[src/rtl/pipe_pkg.sv]
// Shared definitions for the inter-stage pipeline register:
// occupancy states, ID/EX control-bit layout and default widths.
package pipe_pkg;

    // Occupancy of the stage: main slot empty, main full, main and skid full
    typedef enum logic [1:0] {
        EMPTY = 2'd0,
        BUSY  = 2'd1,
        FULL  = 2'd2
    } pipe_state_e;

    // ID/EX control-bus bit positions
    localparam int unsigned CTRL_REG_DST    = 0;
    localparam int unsigned CTRL_REG_WRITE  = 1;
    localparam int unsigned CTRL_ALU_SRC    = 2;
    localparam int unsigned CTRL_MEM_READ   = 3;
    localparam int unsigned CTRL_MEM_WRITE  = 4;
    localparam int unsigned CTRL_MEM_TO_REG = 5;
    localparam int unsigned CTRL_BRANCH     = 6;
    localparam int unsigned CTRL_JUMP       = 7;
    localparam int unsigned CTRL_ALU_CTL_LO = 8;
    localparam int unsigned CTRL_ALU_CTL_HI = 11;

    // Default bus widths: 8 flags + 4-bit ALU control; 5-bit dest + 6 x 32-bit words
    localparam int unsigned CTRL_W_DEF = 12;
    localparam int unsigned DATA_W_DEF = 197;

    // Bubble control word: every write/mem/branch/jump flag deasserted
    localparam logic [CTRL_W_DEF-1:0] NOP_CTRL_DEF = '0;

endpackage

[src/rtl/pipe_slot.sv]
// One {ctrl, data} holding register with load enable and synchronous clear.
module pipe_slot #(
    parameter int unsigned        CTRL_W   = 12,
    parameter int unsigned        DATA_W   = 197,
    parameter logic [CTRL_W-1:0]  CLR_CTRL = '0
) (
    input  logic              clk,
    input  logic              i_clr,
    input  logic              i_load,
    input  logic [CTRL_W-1:0] i_ctrl,
    input  logic [DATA_W-1:0] i_data,
    output logic [CTRL_W-1:0] o_ctrl,
    output logic [DATA_W-1:0] o_data
);

    logic [CTRL_W-1:0] r_ctrl;
    logic [DATA_W-1:0] r_data;

    // Clear to the bubble word, otherwise capture on load
    always_ff @(posedge clk) begin
        if (i_clr) begin
            r_ctrl <= CLR_CTRL;
            r_data <= '0;
        end else if (i_load) begin
            r_ctrl <= i_ctrl;
            r_data <= i_data;
        end
    end

    assign o_ctrl = r_ctrl;
    assign o_data = r_data;

endmodule

[src/rtl/pipe_stage_reg.sv]
// Parametrised inter-stage pipeline register with valid/ready handshake,
// flush, bubble NOP control, optional 2-entry skid and saturating stall counter.
module pipe_stage_reg
    import pipe_pkg::*;
#(
    parameter int unsigned       CTRL_W      = CTRL_W_DEF,
    parameter int unsigned       DATA_W      = DATA_W_DEF,
    parameter logic [CTRL_W-1:0] NOP_CTRL    = '0,
    parameter bit                SKID        = 1'b1,
    parameter int unsigned       STALL_CNT_W = 16
) (
    input  logic                   clk,
    input  logic                   rst_n,
    input  logic                   flush,
    input  logic                   in_valid,
    output logic                   in_ready,
    input  logic [CTRL_W-1:0]      in_ctrl,
    input  logic [DATA_W-1:0]      in_data,
    output logic                   out_valid,
    input  logic                   out_ready,
    output logic [CTRL_W-1:0]      out_ctrl,
    output logic [DATA_W-1:0]      out_data,
    output logic [STALL_CNT_W-1:0] stall_cnt
);

    pipe_state_e            r_state;
    pipe_state_e            w_next_state;
    logic                   r_in_ready;
    logic [STALL_CNT_W-1:0] r_stall_cnt;

    logic                   w_out_valid;
    logic                   w_acc;
    logic                   w_dq;
    logic                   w_main_load;
    logic                   w_skid_load;
    logic                   w_main_from_skid;

    logic [CTRL_W-1:0]      w_main_ctrl;
    logic [DATA_W-1:0]      w_main_data;
    logic [CTRL_W-1:0]      w_skid_ctrl;
    logic [DATA_W-1:0]      w_skid_data;
    logic [CTRL_W-1:0]      w_main_d_ctrl;
    logic [DATA_W-1:0]      w_main_d_data;

    assign w_out_valid = (r_state != EMPTY);
    assign w_acc       = in_valid && in_ready;
    assign w_dq        = w_out_valid && out_ready;

    // Skid mode presents a registered ready; single-entry mode frees the slot
    // in the same cycle it is drained, so ready must look at out_ready.
    generate
        if (SKID) begin : g_ready_reg
            assign in_ready = r_in_ready;
        end else begin : g_ready_comb
            assign in_ready = !w_out_valid || out_ready;
        end
    endgenerate

    // Next occupancy and slot load enables; flush discards held and incoming entries
    always_comb begin
        w_next_state     = r_state;
        w_main_load      = 1'b0;
        w_skid_load      = 1'b0;
        w_main_from_skid = 1'b0;
        unique case (r_state)
            EMPTY: begin
                if (w_acc) begin
                    w_next_state = BUSY;
                    w_main_load  = 1'b1;
                end
            end
            BUSY: begin
                if (w_acc && w_dq) begin
                    w_main_load  = 1'b1;
                end else if (w_acc) begin
                    w_next_state = FULL;
                    w_skid_load  = 1'b1;
                end else if (w_dq) begin
                    w_next_state = EMPTY;
                end
            end
            FULL: begin
                if (w_dq) begin
                    w_next_state     = BUSY;
                    w_main_load      = 1'b1;
                    w_main_from_skid = 1'b1;
                end
            end
            default: w_next_state = EMPTY;
        endcase
        if (flush) begin
            w_next_state = EMPTY;
            w_main_load  = 1'b0;
            w_skid_load  = 1'b0;
        end
    end

    // Occupancy state and registered ready (ready whenever the skid stays free)
    always_ff @(posedge clk) begin
        if (!rst_n) begin
            r_state    <= EMPTY;
            r_in_ready <= 1'b1;
        end else begin
            r_state    <= w_next_state;
            r_in_ready <= (w_next_state != FULL);
        end
    end

    // The older skid entry refills main when draining from FULL
    assign w_main_d_ctrl = w_main_from_skid ? w_skid_ctrl : in_ctrl;
    assign w_main_d_data = w_main_from_skid ? w_skid_data : in_data;

    pipe_slot #(
        .CTRL_W   (CTRL_W),
        .DATA_W   (DATA_W),
        .CLR_CTRL (NOP_CTRL)
    ) u_main (
        .clk    (clk),
        .i_clr  (!rst_n),
        .i_load (w_main_load),
        .i_ctrl (w_main_d_ctrl),
        .i_data (w_main_d_data),
        .o_ctrl (w_main_ctrl),
        .o_data (w_main_data)
    );

    generate
        if (SKID) begin : g_skid
            pipe_slot #(
                .CTRL_W   (CTRL_W),
                .DATA_W   (DATA_W),
                .CLR_CTRL (NOP_CTRL)
            ) u_skid (
                .clk    (clk),
                .i_clr  (!rst_n),
                .i_load (w_skid_load),
                .i_ctrl (in_ctrl),
                .i_data (in_data),
                .o_ctrl (w_skid_ctrl),
                .o_data (w_skid_data)
            );
        end else begin : g_no_skid
            assign w_skid_ctrl = NOP_CTRL;
            assign w_skid_data = '0;
        end
    endgenerate

    // Saturating count of stalled cycles; only reset clears it
    always_ff @(posedge clk) begin
        if (!rst_n) begin
            r_stall_cnt <= '0;
        end else if (w_out_valid && !out_ready && (r_stall_cnt != '1)) begin
            r_stall_cnt <= r_stall_cnt + STALL_CNT_W'(1);
        end
    end

    assign out_valid = w_out_valid;
    assign out_ctrl  = w_out_valid ? w_main_ctrl : NOP_CTRL;
    assign out_data  = w_main_data;
    assign stall_cnt = r_stall_cnt;

endmodule

[config.mk]
export PLATFORM = sky130hd
export DESIGN_NAME = pipe_stage_reg
export DESIGN_NICKNAME = d
export VERILOG_FILES = /design/src/rtl/pipe_pkg.sv /design/src/rtl/pipe_slot.sv /design/src/rtl/pipe_stage_reg.sv
export SDC_FILE = /design/constraint.sdc
export NUM_CORES = 1
export LEC_CHECK = 0
export CAP_MARGIN = 0
export CORE_MARGIN = 10
export CORE_UTILIZATION = 50
export DETAILED_ROUTE_END_ITERATION = 8
export PLACE_DENSITY_LB_ADDON = 0.05
export SLEW_MARGIN = 20
export SYNTH_ARGS = -nofsm -noshare
export SYNTH_HDL_FRONTEND = slang
export SYNTH_HIERARCHICAL = 1
export SYNTH_SLANG_ARGS = --single-unit
[constraint.sdc]
create_clock -name clk -period 4.4 [get_ports clk]
set_clock_uncertainty 0.2 [all_clocks]
set_input_delay 1.1 -clock clk [delete_from_list [all_inputs] [get_ports clk]]
set_output_delay 1.1 -clock clk [all_outputs]
set_load 0.005 [all_outputs]
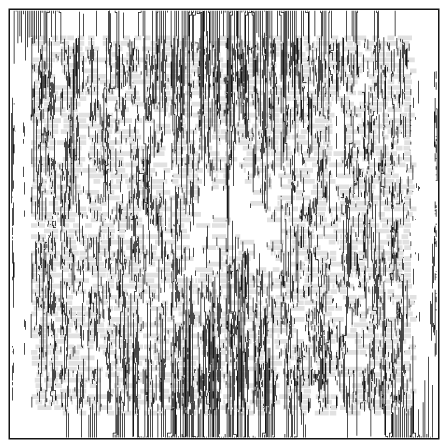
Figure 1: run 1, the metal 2 layer.
Cells faint in the background.
- longest straight run: 91.8 microns
- wire length on this layer: 25.1 mm
- share of all routed wire: 48%
- main direction: vertical
- nets with wire on the layer: 2,000

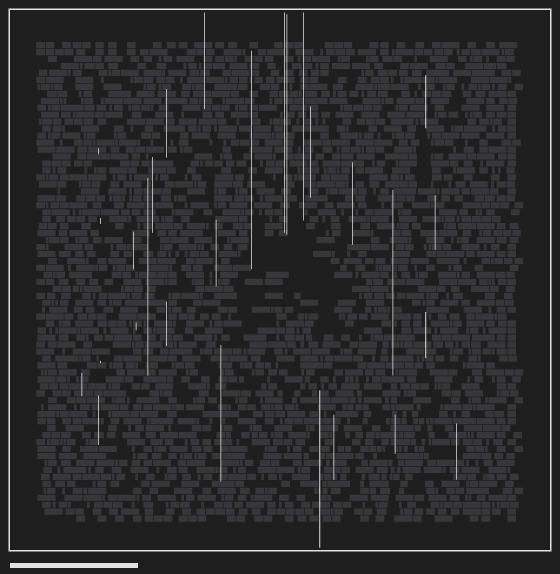
Figure 2: run 1, signal wires on met4.
Scale bar: 50 microns. Cells faint in the background.
- nets with wire on the layer: 15
- share of all routed wire: 1.9%
- longest straight run: 85.7 microns
- wire length on this layer: 974 microns
- main direction: vertical

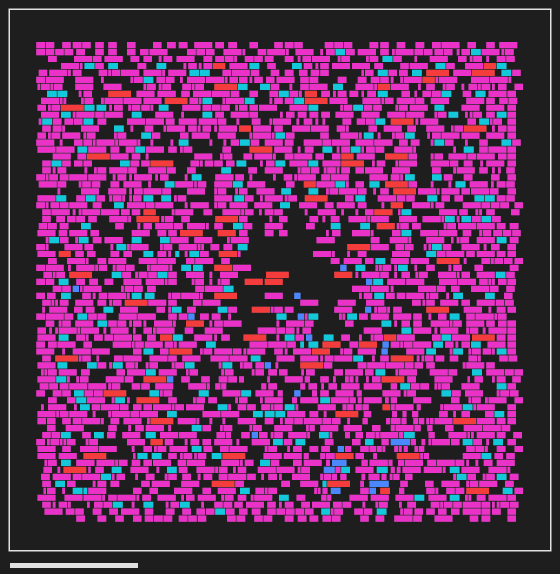
Figure 3: run 1, drive-strength map.
Scale bar: 50 microns.
- blue: x3 and x4 (cells 21; most used buf_4)
- cyan: x2 (cells 218; most used mux2_2)
- red: x6 and larger (cells 77; most used clkbuf_16)
- magenta: x1 and smaller (cells 1,819; most used clkdlybuf4s50_1)
Buffers excl. clock: 470
setup ws final: 0.627 ns
Post-Layout Inst Area: 0.0244 sq mm

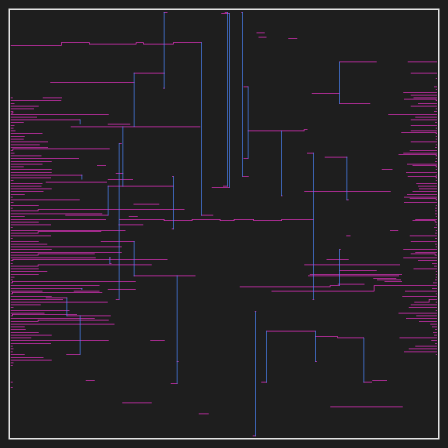
Figure 4: run 1, routed metal, one colour a layer.
Two of the layers only.
- blue: M4 (wire length 974 microns)
- magenta: M3 (wire length 4,080 microns)

==> metrics.csv, run 1 <==
metric,value,unit
Via Count,13459,
Min-Delay Path Class,reg2reg,
Log Warnings,26,
WP data arrival,2.47,ns
clock sink count,437,
async set-or-reset flop fraction in the synthesized netlist,0,%
max_cap viols,0,
area fraction in mux cells,36.0,%
P&R area growth vs syn,34.1,%
worst-case reg-to-reg path depth,7,
ys cells,1706,
WHS,0.289,ns
reg2reg end,u_main/o_data[116],
worst slew pin tran,1.03,ns
Slew Limit Fails,0,
Reg-to-Reg Start,r_state[1],
Internal Power,0.00682,W
total global-route track usage,22.4,%
Die H,211,microns
die area,0.0445,sq mm
"Hold Vio Cnt, Final",0,
postcts setup bufs,0,
Post-Route WL,51.7,mm
Critical Path End,out_ctrl[7],
final count of negative-setup-slack endpoints,0,
CP Capture Type,output pin,
die width,211,microns
TNS Setup,0,ns
placed cell count,2517,
share of power burned in the clock network,42.2,%
share of layout cells above drive strength 1,14.8,%
initial antenna violation count,12,
root buffer cell,clkbuf_16,
DP HPWL,36.6,mm
Dominant comb cell,multiplexers,
DR iter-0 viols,775,
RSZ-0062 raised after global routing,no,
Reg power frac,47.1,%
"Chip Area, Yosys",0.0182,sq mm
Syn Area/Cell,10.7,sq um
wire length on met3,4.08,mm
Gate Area,0.00881,sq mm
"Net Count, Synth",1921,
Sw Ratio,22.5,%
# nets final,2318,
XORs/XNORs by Area,0,%
Comb power frac,10.6,%
GRT overflow,0,
Post-Synth AOI/OAI Area,1.18,%
I/O pin count,441,
Max Fclk,265,MHz
clock transition at the registers of the reported paths,0.06,ns
Adders+Majority by Area,0.0687,%
"EDFF count, synth",0,
period utilization,85.7,%
Leak,8.94,nW
"area share, top type",48.0,%
met1 wire length,21.6,mm
Flops after synth,437,
Post-synth seq share,48.0,%
post-cts repair resize count,0,
Mapped Area,0.0182,sq mm
Max Root-Sink Buffers,3,
Synth Warn #,6,
simple share,11.0,%
number of buffers created by CTS,45,
Setup Crit Path Kind,reg2out,
Mapped Cells,1706,
vias in the first global route,13498,
first-pass GRT wire length,79.1,mm
top layer in use,met5,
Synth area leader,dfxtp_1,
DR WL/cell,19.9,microns
P_sw,0.00198,W
site row count,69,
Startpoint Class,register,
clk_lat worst skew,0.56,ns
final antenna-violating net count,0,
critical path required time,3.10,ns
most frequent logic cell in the layout,clkdlybuf4s50_1,
Worst VDD drop,0.295,mV
R2R setup slack,1.77,ns
Synth Flop Type,dfxtp_1,
met2 WL,25.1,mm
1st-pass router iterations,5,
CP Launch Point,r_state[1],
TritonCTS clock tree,done,
fill count,2815,
total power per unit cell area,360,mW/mm^2
cts hold-fix bufs,0,
core area,0.0357,sq mm
"non-filler cells, final",2605,
Storage cell area,0.00875,sq mm
status,finished clean,
most instantiated logic cells after routing,"clkdlybuf4s50_1, dfxtp_1, nor2_1, mux2i_1, mux2_2",
Floorplan Utilization,51.0,%
fin crit period,3.77,ns
gp weighted congestion,0.797,
[run 1: power by group through the flow]
stage                     clock network [W]  logic [W]  registers, W
after floorplan                           0   0.000422       0.00422
after global placement                    0   0.000921       0.00423
after detailed placement                  0   0.000937       0.00423
after CTS                           0.00380   0.000944       0.00415
after global routing                0.00397    0.00101       0.00416
final                               0.00372   0.000935       0.00415
[run 1: critical path: stages (launching register included)]
cell and delay (ns):
dfxtp_1 0.37, nor2_1 0.81, nor2b_1 0.20, clkdlybuf4s50_1 0.53
[run 1: final cells by class]
| type | count | area share [%] |
|---|---|---|
| flip-flops and latches | 437 | 35.8 |
| well taps | 461 | 2.36 |
| multi-input cells | 1145 | 36.1 |
| clock buffers | 74 | 5.80 |
| clock inverters | 5 | 0.118 |
| repair buffers | 470 | 19.7 |
| diodes | 9 | 0.0922 |
| inverters | 4 | 0.0922 |
[run 1: per-layer routing]
| layer | GRT usage (%) | vias up |
|---|---|---|
| met5 | 0 | - |
| met3 | 7.55 | 66 |
| met1 | 27.0 | 6431 |
| met4 | 6.47 | 6 |
| li1 | - | 6637 |
| met2 | 37.3 | 319 |
[run 1: synthesized netlist by cell type (all sizes together), types with 5 or more instances]
master / n
or4: 5
nand4: 5
clkbuf: 35
nand3: 6
a21oi: 14
nor2: 423
nor2b: 14
mux2i: 420
buf: 85
mux2: 209
or3: 6
dfxtp: 437
o31ai: 6
[run 1: registers in the layout, indices dropped and copies added, names as in the netlist]
register,count
g_skid.u_skid/o_data,197
u_main/o_data,197
stall_cnt,16
g_skid.u_skid/o_ctrl,12
u_main/o_ctrl,12
r_state,2
in_ready,1
[run 1: through the flow]
stage	area [sq um]	power [W]	util (%)	setup slack, ns
5_1_grt	24400	0.00914	68.3	0.555
6_report	24400	0.00880	68.4	0.627
2_1_floorplan	18200	0.00464	-	1.66
4_1_cts	24400	0.00889	68.3	0.648
3_5_place_dp	23000	0.00517	64.3	0.688
3_3_place_gp	23000	0.00515	64.3	0.742
[run 1: worst min path at each step]
stage | start | endpoint | slack (ns) | cells past startpoint
2_1_floorplan | u_main/o_ctrl[0] | u_main/o_ctrl[0] | 0.25 | 2
3_3_place_gp | g_skid.u_skid/o_data[186] | g_skid.u_skid/o_data[186] | 0.27 | 2
3_5_place_dp | g_skid.u_skid/o_data[163] | g_skid.u_skid/o_data[163] | 0.28 | 2
4_1_cts | g_skid.u_skid/o_data[163] | g_skid.u_skid/o_data[163] | 0.29 | 2
5_1_grt | g_skid.u_skid/o_data[22] | g_skid.u_skid/o_data[22] | 0.31 | 2
6_report | g_skid.u_skid/o_data[140] | g_skid.u_skid/o_data[140] | 0.29 | 2
[run 1: cells by family after synthesis]
| kind of cell | Yosys count |
|---|---|
| AND-OR/OR-AND | 33 |
| adder cells (fa/ha/maj) | 1 |
| buffers and inverters | 124 |
| flip-flops | 437 |
| multiplexers | 629 |
| AND/OR/NAND/NOR | 482 |
==> run 1 -> run 2 <==
--- a/config.mk
+++ b/config.mk
@@ -6,8 +6,9 @@
 export NUM_CORES = 1
 export LEC_CHECK = 0
 export CAP_MARGIN = 0
+export CORE_ASPECT_RATIO = 1.75
 export CORE_MARGIN = 10
-export CORE_UTILIZATION = 50
+export CORE_UTILIZATION = 30
 export DETAILED_ROUTE_END_ITERATION = 8
 export PLACE_DENSITY_LB_ADDON = 0.05
 export SLEW_MARGIN = 20
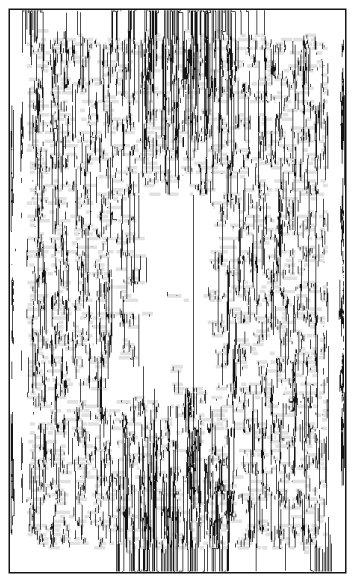
Figure 5: run 2, the metal 2 layer.
Cells faint in the background.
- nets with wire on the layer: 1,951
- longest straight run: 131 microns
- share of all routed wire: 46%
- wire length on this layer: 26.2 mm
- main direction: vertical
Post-Route WL: 57.5 mm
Via Count: 13.5k
met2 usage: 24.7%

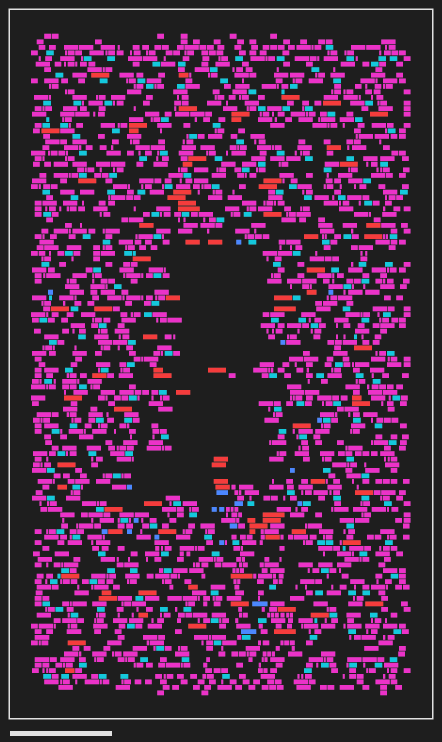
Figure 6: run 2, drive-strength map.
Scale bar: 50 microns.
- blue: x3 and x4 (cells 20; most used buf_4)
- magenta: x1 and smaller (cells 1,813; most used clkdlybuf4s50_1)
- cyan: x2 (cells 222; most used mux2_2)
- red: x6 and larger (cells 84; most used clkbuf_16)

==> run 2 against run 1 <==
Synthesized cell count stayed put. Critical path depth is 1 higher. Worst hold slack worse by 0.0024 ns. Worst setup slack better by 0.36 ns. Core utilization is 27 points lower. First-iteration DRC count is 46% lower. Clock power is 9.7% higher. Combinational power is 2% higher. Fmax is 10% higher. Routed wire length is 11% higher. Die size is 60% higher. Critical endpoint unchanged. Largest cell class unchanged.
==> metrics.csv, run 2 <==
metric,value,unit,change
die area,0.0714,sq mm,+60%
1st-pass router iterations,5,,unchanged
Synth Warn #,6,,unchanged
hold path endpoint,u_main/o_ctrl[1],,
Reg-to-Reg Start,r_state[0],,
Mapped Cells,1706,,unchanged
DR iter-0 viols,422,,-46%
die width,206,microns,-2.2%
cts hold-fix bufs,0,,unchanged
critical path required time,3.10,ns,about the same
period utilization,77.6,%,-8.1 points
Storage cell area,0.00875,sq mm,unchanged
share of layout cells above drive strength 1,15.2,%,+0.44 points
Synth Flop Type,dfxtp_1,,
crit-path cells,nor2_1 > buf_4 > nor2b_1 > clkdlybuf4s50_1,,
status,finished clean,,
Startpoint Class,register,,
Leak,9.04,nW,+1.1%
reg2reg end,u_main/o_data[60],,
DP HPWL,40.2,mm,+9.8%
Die H,346,microns,+64%
final count of negative-setup-slack endpoints,0,,unchanged
final core utilization,41.6,%,-27 points
"EDFF count, synth",0,,unchanged
share of power burned in the clock network,44.5,%,+2.3 points
Post-synth seq share,48.0,%,unchanged
postcts setup bufs,0,,unchanged
# nets final,2320,,+0.086%
Max Root-Sink Buffers,3,,unchanged
total global-route track usage,15.5,%,-6.9 points
site row count,119,,+72%
Min-Delay Path Class,reg2reg,,
WP data arrival,2.11,ns,-0.36 ns
RSZ-0062 raised after global routing,no,,
Log Warnings,29,,+12%
Flops after synth,437,,unchanged
top cells by count,"dfxtp_1, nor2_1, mux2i_1, mux2_2, buf_2",,
Synth area leader,dfxtp_1,,
Internal Power,0.00708,W,+3.8%
vias in the first global route,13567,,+0.51%
gp weighted congestion,0.724,,-9.2%
Critical Path Slowest Stage Cell,clkdlybuf4s50_1,,
Sw Ratio,22.8,%,+0.29 points
core area,0.0602,sq mm,+68%
P_sw,0.00209,W,+5.6%
Syn Area/Cell,10.7,sq um,unchanged
initial antenna violation count,17,,+5
Gate Area,0.00881,sq mm,unchanged
fin crit period,3.41,ns,-0.358 ns
most instantiated logic cells after routing,"clkdlybuf4s50_1, dfxtp_1, nor2_1, mux2i_1, mux2_2",,
clock sink count,437,,unchanged
first-pass GRT wire length,86.4,mm,+9.2%
"Buf+Inv Stages, Crit Path",2,,+1
post-cts repair resize count,0,,unchanged
Comb power frac,10.4,%,-0.2 points
number of buffers created by CTS,45,,unchanged
Mapped Area,0.0182,sq mm,unchanged
most frequent logic cell in the layout,clkdlybuf4s50_1,,
Worst Hold Launch,u_main/o_ctrl[1],,
Floorplan Utilization,30.3,%,-21 points
clk_lat worst skew,0.56,ns,about the same
I/O pin count,441,,unchanged
CP Capture Type,output pin,,
"area share, top type",48.0,%,unchanged
ys cells,1706,,unchanged
root buffer cell,clkbuf_16,,
Max Fclk,293,MHz,+10%
Setup Crit Path Kind,reg2out,,
DR DRC count,0,,
clock transition at the registers of the reported paths,0.06,ns,about the same
WHS Path Cells,2,,unchanged
most instantiated library cell after synthesis,dfxtp_1,,
final antenna-violating net count,0,,unchanged
max_cap viols,0,,unchanged
R2R setup slack,1.97,ns,+0.20 ns
async set-or-reset flop fraction in the synthesized netlist,0,%,unchanged
total power per unit cell area,367,mW/mm^2,+1.8%
critical path's top delay family,buffers and inverters,,
fill count,5883,,+110%
P&R area growth vs syn,37.3,%,
Slew Limit Fails,0,,unchanged
DR WL/cell,19.6,microns,-1.2%
CP peak stage delay,0.56,ns,-0.25 ns
Reg power frac,45.1,%,-2.0 points
"Chip Area, Yosys",0.0182,sq mm,unchanged
worst-case reg-to-reg path depth,7,,unchanged
TNS Setup,0,ns,unchanged
Worst VDD drop,0.294,mV,-0.21%
## run 2: cell counts after synthesis
Identical to the previous run, type by type.
## run 2: per-stage QoR
step	instances	worst slack [ns]	power, W	cell area, sq um	hold WS, ns
3_3_place_gp	2844	0.683	0.00519	23400	0.267
5_1_grt	2928	0.898	0.00960	25000	0.305
6_report	2929	0.985	0.00917	25000	0.287
4_1_cts	2925	0.927	0.00938	25000	0.293
3_5_place_dp	2844	0.644	0.00520	23400	0.278
2_1_floorplan	1706	1.66	0.00464	18200	0.252
## run 2: worst register-to-register path, stage by stage, from the launching register on
cell and delay [ns]:
dfxtp_1 0.36, nor2b_1 0.17, or3_1 0.37, a21oi_4 0.23
buf_12 0.28, buf_12 0.38, mux2i_1 0.26, nor2_1 0.05
## run 2: cell families after synthesis
group / Yosys count / synth area share, %
multiplexers: 629 / 36.0
AND/OR/NAND/NOR: 482 / 11.0
flip-flops: 437 / 48.0
buffers and inverters: 124 / 3.76
AND-OR/OR-AND: 33 / 1.18
adder cells (fa/ha/maj): 1 / 0.0687
## run 2: worst max path at each step
stage | to | cells after the start | startpoint | slack [ns]
floorplan | u_main/o_ctrl[0] | 8 | in_valid | 1.66
global placement | u_main/o_data[134] | 8 | out_ready | 0.68
detailed placement | u_main/o_data[134] | 8 | out_ready | 0.64
CTS | out_ctrl[11] | 4 | r_state[1] | 0.93
global route | out_ctrl[2] | 4 | r_state[1] | 0.90
finish | out_ctrl[7] | 4 | r_state[1] | 0.99
## run 2: power by group through the flow
| stage | combinational [W] | sequential [W] | clock [W] |
|---|---|---|---|
| floorplan | 0.000422 | 0.00422 | 0 |
| global placement | 0.000960 | 0.00423 | 0 |
| detailed placement | 0.000967 | 0.00423 | 0 |
| CTS | 0.000972 | 0.00414 | 0.00426 |
| global route | 0.00104 | 0.00415 | 0.00440 |
| finish | 0.000953 | 0.00414 | 0.00408 |
## run 2: cell type report
class,instances,area share (%)
Multi-Input combinational cell,1145,35.2
Antenna cell,4,0.0400
Clock inverter,15,0.830
Timing Repair Buffer,472,19.5
Tap cell,786,3.93
Clock buffer,66,5.47
Sequential cell,437,35.0
Inverter,4,0.0900
## run 2: per-layer routing
layer / track usage [%] / share of wire [%]
met1: 18.1 / 42
met4: 4.47 / 1.9
met5: 0 / 0.30
met3: 7.39 / 11
met2: 24.7 / 46
Power is estimated from default activity; no workload was simulated.
